$ cat src/rtl/result_display.sv
// Four-digit multiplexed hex display driver for a 16-bit result word.
// Captured values are double-buffered so a frame never shows a mix of old and new digits.
module result_display #(
    parameter int REFRESH_DIV = 50000
) (
    input  logic        CLK,
    input  logic        RST_N,
    input  logic        LD,
    input  logic [15:0] Din,
    input  logic        BLANK_LZ,
    output logic        LD_ACK,
    output logic        FRAME,
    output logic [3:0]  AN,
    output logic [6:0]  SEG
);

    localparam logic [15:0] TC_VAL = 16'(REFRESH_DIV - 1);

    logic [15:0] r_cnt;
    logic [1:0]  r_idx;
    logic [15:0] r_shadow;
    logic [15:0] r_disp;
    logic        r_ack;
    logic        r_frame;
    logic [3:0]  r_an;
    logic [6:0]  r_seg;

    logic        w_tc;
    logic        w_wrap;
    logic [3:0]  w_blank;
    logic [3:0]  w_nib;
    logic [6:0]  w_dec;
    logic [3:0]  w_an_next;
    logic [6:0]  w_seg_next;

    function automatic logic [6:0] hex7(input logic [3:0] v);
        case (v)
            4'h0: hex7 = 7'b1000000;
            4'h1: hex7 = 7'b1111001;
            4'h2: hex7 = 7'b0100100;
            4'h3: hex7 = 7'b0110000;
            4'h4: hex7 = 7'b0011001;
            4'h5: hex7 = 7'b0010010;
            4'h6: hex7 = 7'b0000010;
            4'h7: hex7 = 7'b1111000;
            4'h8: hex7 = 7'b0000000;
            4'h9: hex7 = 7'b0010000;
            4'hA: hex7 = 7'b0001000;
            4'hB: hex7 = 7'b0000011;
            4'hC: hex7 = 7'b1000110;
            4'hD: hex7 = 7'b0100001;
            4'hE: hex7 = 7'b0000110;
            default: hex7 = 7'b0001110;
        endcase
    endfunction

    assign w_tc   = (r_cnt == TC_VAL);
    assign w_wrap = w_tc && (r_idx == 2'd3);

    // A digit is a leading zero when it and every more significant nibble are zero.
    assign w_blank[0] = 1'b0;
    generate
        for (genvar gi = 1; gi < 4; gi++) begin : g_blank
            assign w_blank[gi] = BLANK_LZ && (r_disp[15:4*gi] == '0);
        end
    endgenerate

    assign w_nib = r_disp[4*r_idx +: 4];
    assign w_dec = hex7(w_nib);

    always_comb begin
        w_an_next  = 4'b1111;
        w_seg_next = 7'b1111111;
        if (!w_blank[r_idx]) begin
            w_an_next  = ~(4'b0001 << r_idx);
            w_seg_next = w_dec;
        end
    end

    always_ff @(posedge CLK) begin
        if (!RST_N) begin
            r_cnt    <= '0;
            r_idx    <= '0;
            r_shadow <= '0;
            r_disp   <= '0;
            r_ack    <= 1'b0;
            r_frame  <= 1'b0;
            r_an     <= 4'b1111;
            r_seg    <= 7'b1111111;
        end else begin
            r_cnt   <= w_tc ? '0 : r_cnt + 16'd1;
            r_ack   <= LD;
            r_frame <= w_wrap;
            r_an    <= w_an_next;
            r_seg   <= w_seg_next;
            if (w_tc)
                r_idx <= r_idx + 2'd1;
            if (LD)
                r_shadow <= Din;
            // A capture landing on the wrap edge goes straight to the display.
            if (w_wrap)
                r_disp <= LD ? Din : r_shadow;
        end
    end

    assign LD_ACK = r_ack;
    assign FRAME  = r_frame;
    assign AN     = r_an;
    assign SEG    = r_seg;

endmodule

$ cat config.mk
export PLATFORM = sky130hd
export DESIGN_NAME = result_display
export DESIGN_NICKNAME = d
export VERILOG_FILES = /design/src/rtl/result_display.sv
export SDC_FILE = /design/constraint.sdc
export NUM_CORES = 1
export LEC_CHECK = 0
export CELL_PAD_IN_SITES_DETAIL_PLACEMENT = 1
export CELL_PAD_IN_SITES_GLOBAL_PLACEMENT = 2
export CORE_MARGIN = 2
export CORE_UTILIZATION = 35
export CTS_CLUSTER_DIAMETER = 200
export DETAILED_ROUTE_END_ITERATION = 12
export PLACE_DENSITY = 0.79
export SYNTH_ARGS = -nofsm -noshare
export SYNTH_HDL_FRONTEND = slang
export SYNTH_SLANG_ARGS = --single-unit
$ cat constraint.sdc
create_clock -name CLK -period 2.5 [get_ports CLK]
set_clock_uncertainty 0.15 [all_clocks]
set_input_delay 0.5 -clock CLK [delete_from_list [all_inputs] [get_ports CLK]]
set_output_delay 0.5 -clock CLK [all_outputs]
set_load 0.1 [all_outputs]
==> ci_impl_report.md <==
## PnR job results

| Metric | Value |
|---|---|
| Worst Setup EP | `SEG[3]` |
| Mux area share | `0.0923` |
| Routability cong. | `0.783` |
| Top area cell types | `dfxtp_1 (45%), mux2i_1 (5.7%), ha_1 (4.9%)` |
| Port Buffers | `32` |
| Largest net degree at the start of global routing | `22` |
| Worst R2R Path Depth | `5` |
| Maximum buffer depth of the clock tree | `2` |
| Top-count cell post-synth | `dfxtp_1` |
| Most used flip-flop cell | `dfxtp_1` |
| Placed cells | `409` |
| Hold crit path type | `flip-flop to flip-flop` |
| CP startpoint kind | `flip-flop` |
| Core area | `between 7000 and 8000 µm²` |
| Placed cell area | `roughly 3200 µm²` |
| CP max FO | `10` |
| First-pass GRT wire length | `between 10 and 15 mm` |
| DR WL met2 | `~2.9 mm` |
| Async S/R FF share, synth | `0` |
| Largest Pwr Group | `registers` |
| Biggest Area Class | `combinational gates` |
| Final Critical Period | `~2.3 ns` |
| Depth of the CTS H-tree | `3` |
| Vias in the first global route | `2114` |
| Critical R2R Capture | `SEG[3]` |
| Row count | `32` |
| MI comb area | `around 1400 µm²` |
| Tapcells | `between 100 and 150` |
| Fin area | `around 3400 µm²` |
| Gr ovfl total | `0` |
| CP delay by family, top | `multiplexers` |
| Gate Count Post-Synth | `between 200 and 300` |
| Antenna Cells | `0` |
| Register area share after synthesis | `0.445` |
| DRC Markers | `0` |
| Fin. Hold Viols | `0` |
| Comb power | `approximately 0.00017 W` |
| Register area | `~1300 µm²` |
| DPL Wire Length | `~4.5 mm` |
| Clock transition at the registers of the reported paths | `~0.07 ns` |
| Levels on crit path | `5` |
| Die area | `8830 µm²` |
| Post-DRT Antenna Nets | `0` |
| Sequential cell area share | `0.370` |
| Logic pwr share | `0.079` |
| Outcome | `finished, final reports clean` |
| Clk power | `0.000912 W` |
| Non-CTS inverters | `10` |
| P_sw | `0.000487 W` |
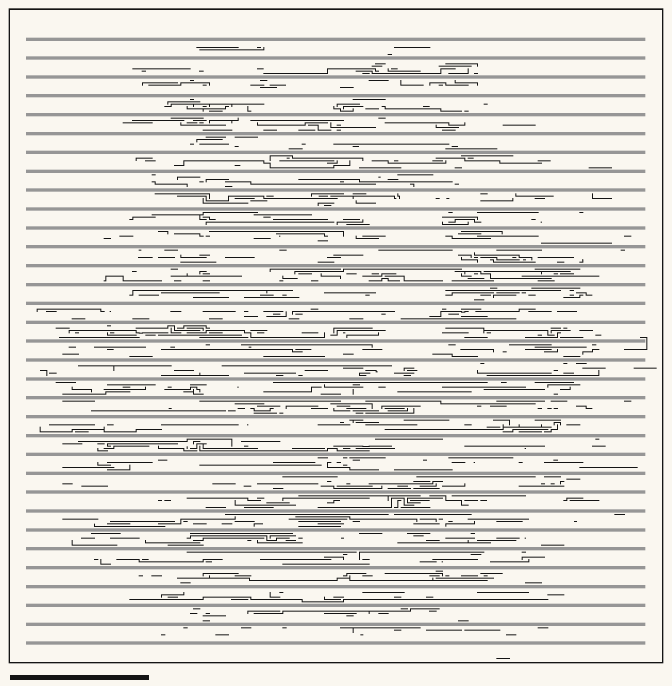
*Metal 1*
The bar under the picture is 20 µm long. Supply wires on this layer in grey.
wire length on this layer: 3130 µm
main direction: horizontal
nets with wire on the layer: 310
routed vias: 2171
routing usage on met1: 0.211
final wirelength: 6.32 mm

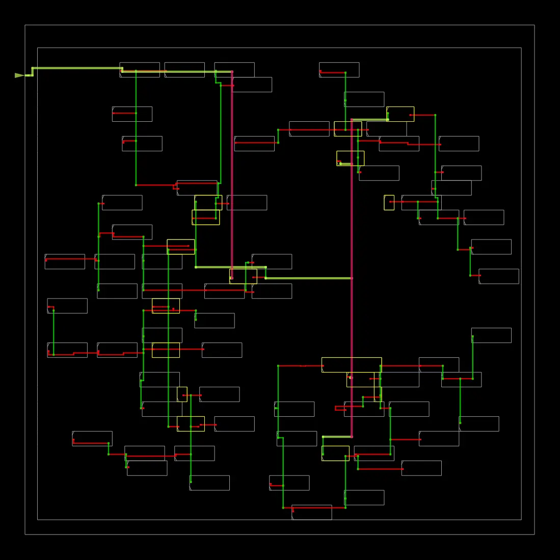
*Clock nets*
CTS Buf Count: 9
CTS sink count: 63
FF+latch count: 63
worst-skew pair later-pin latency: 0.33 ns
clock buffer count: 13

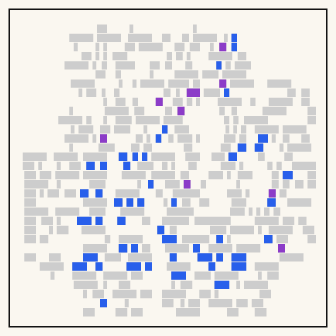
*Selected gate families*
[inverting AOI/OAI gates] blue | cells: 49 | most used: a31oi_1
[AND and OR gates] purple | cells: 9 | most used: and2_1
Top cell excl fill/tap: dfxtp_1
Layout Cells excl Fill: 425
logic share of the area: 0.416

Power figures rest on the tool's default switching activity, not on a simulated workload.
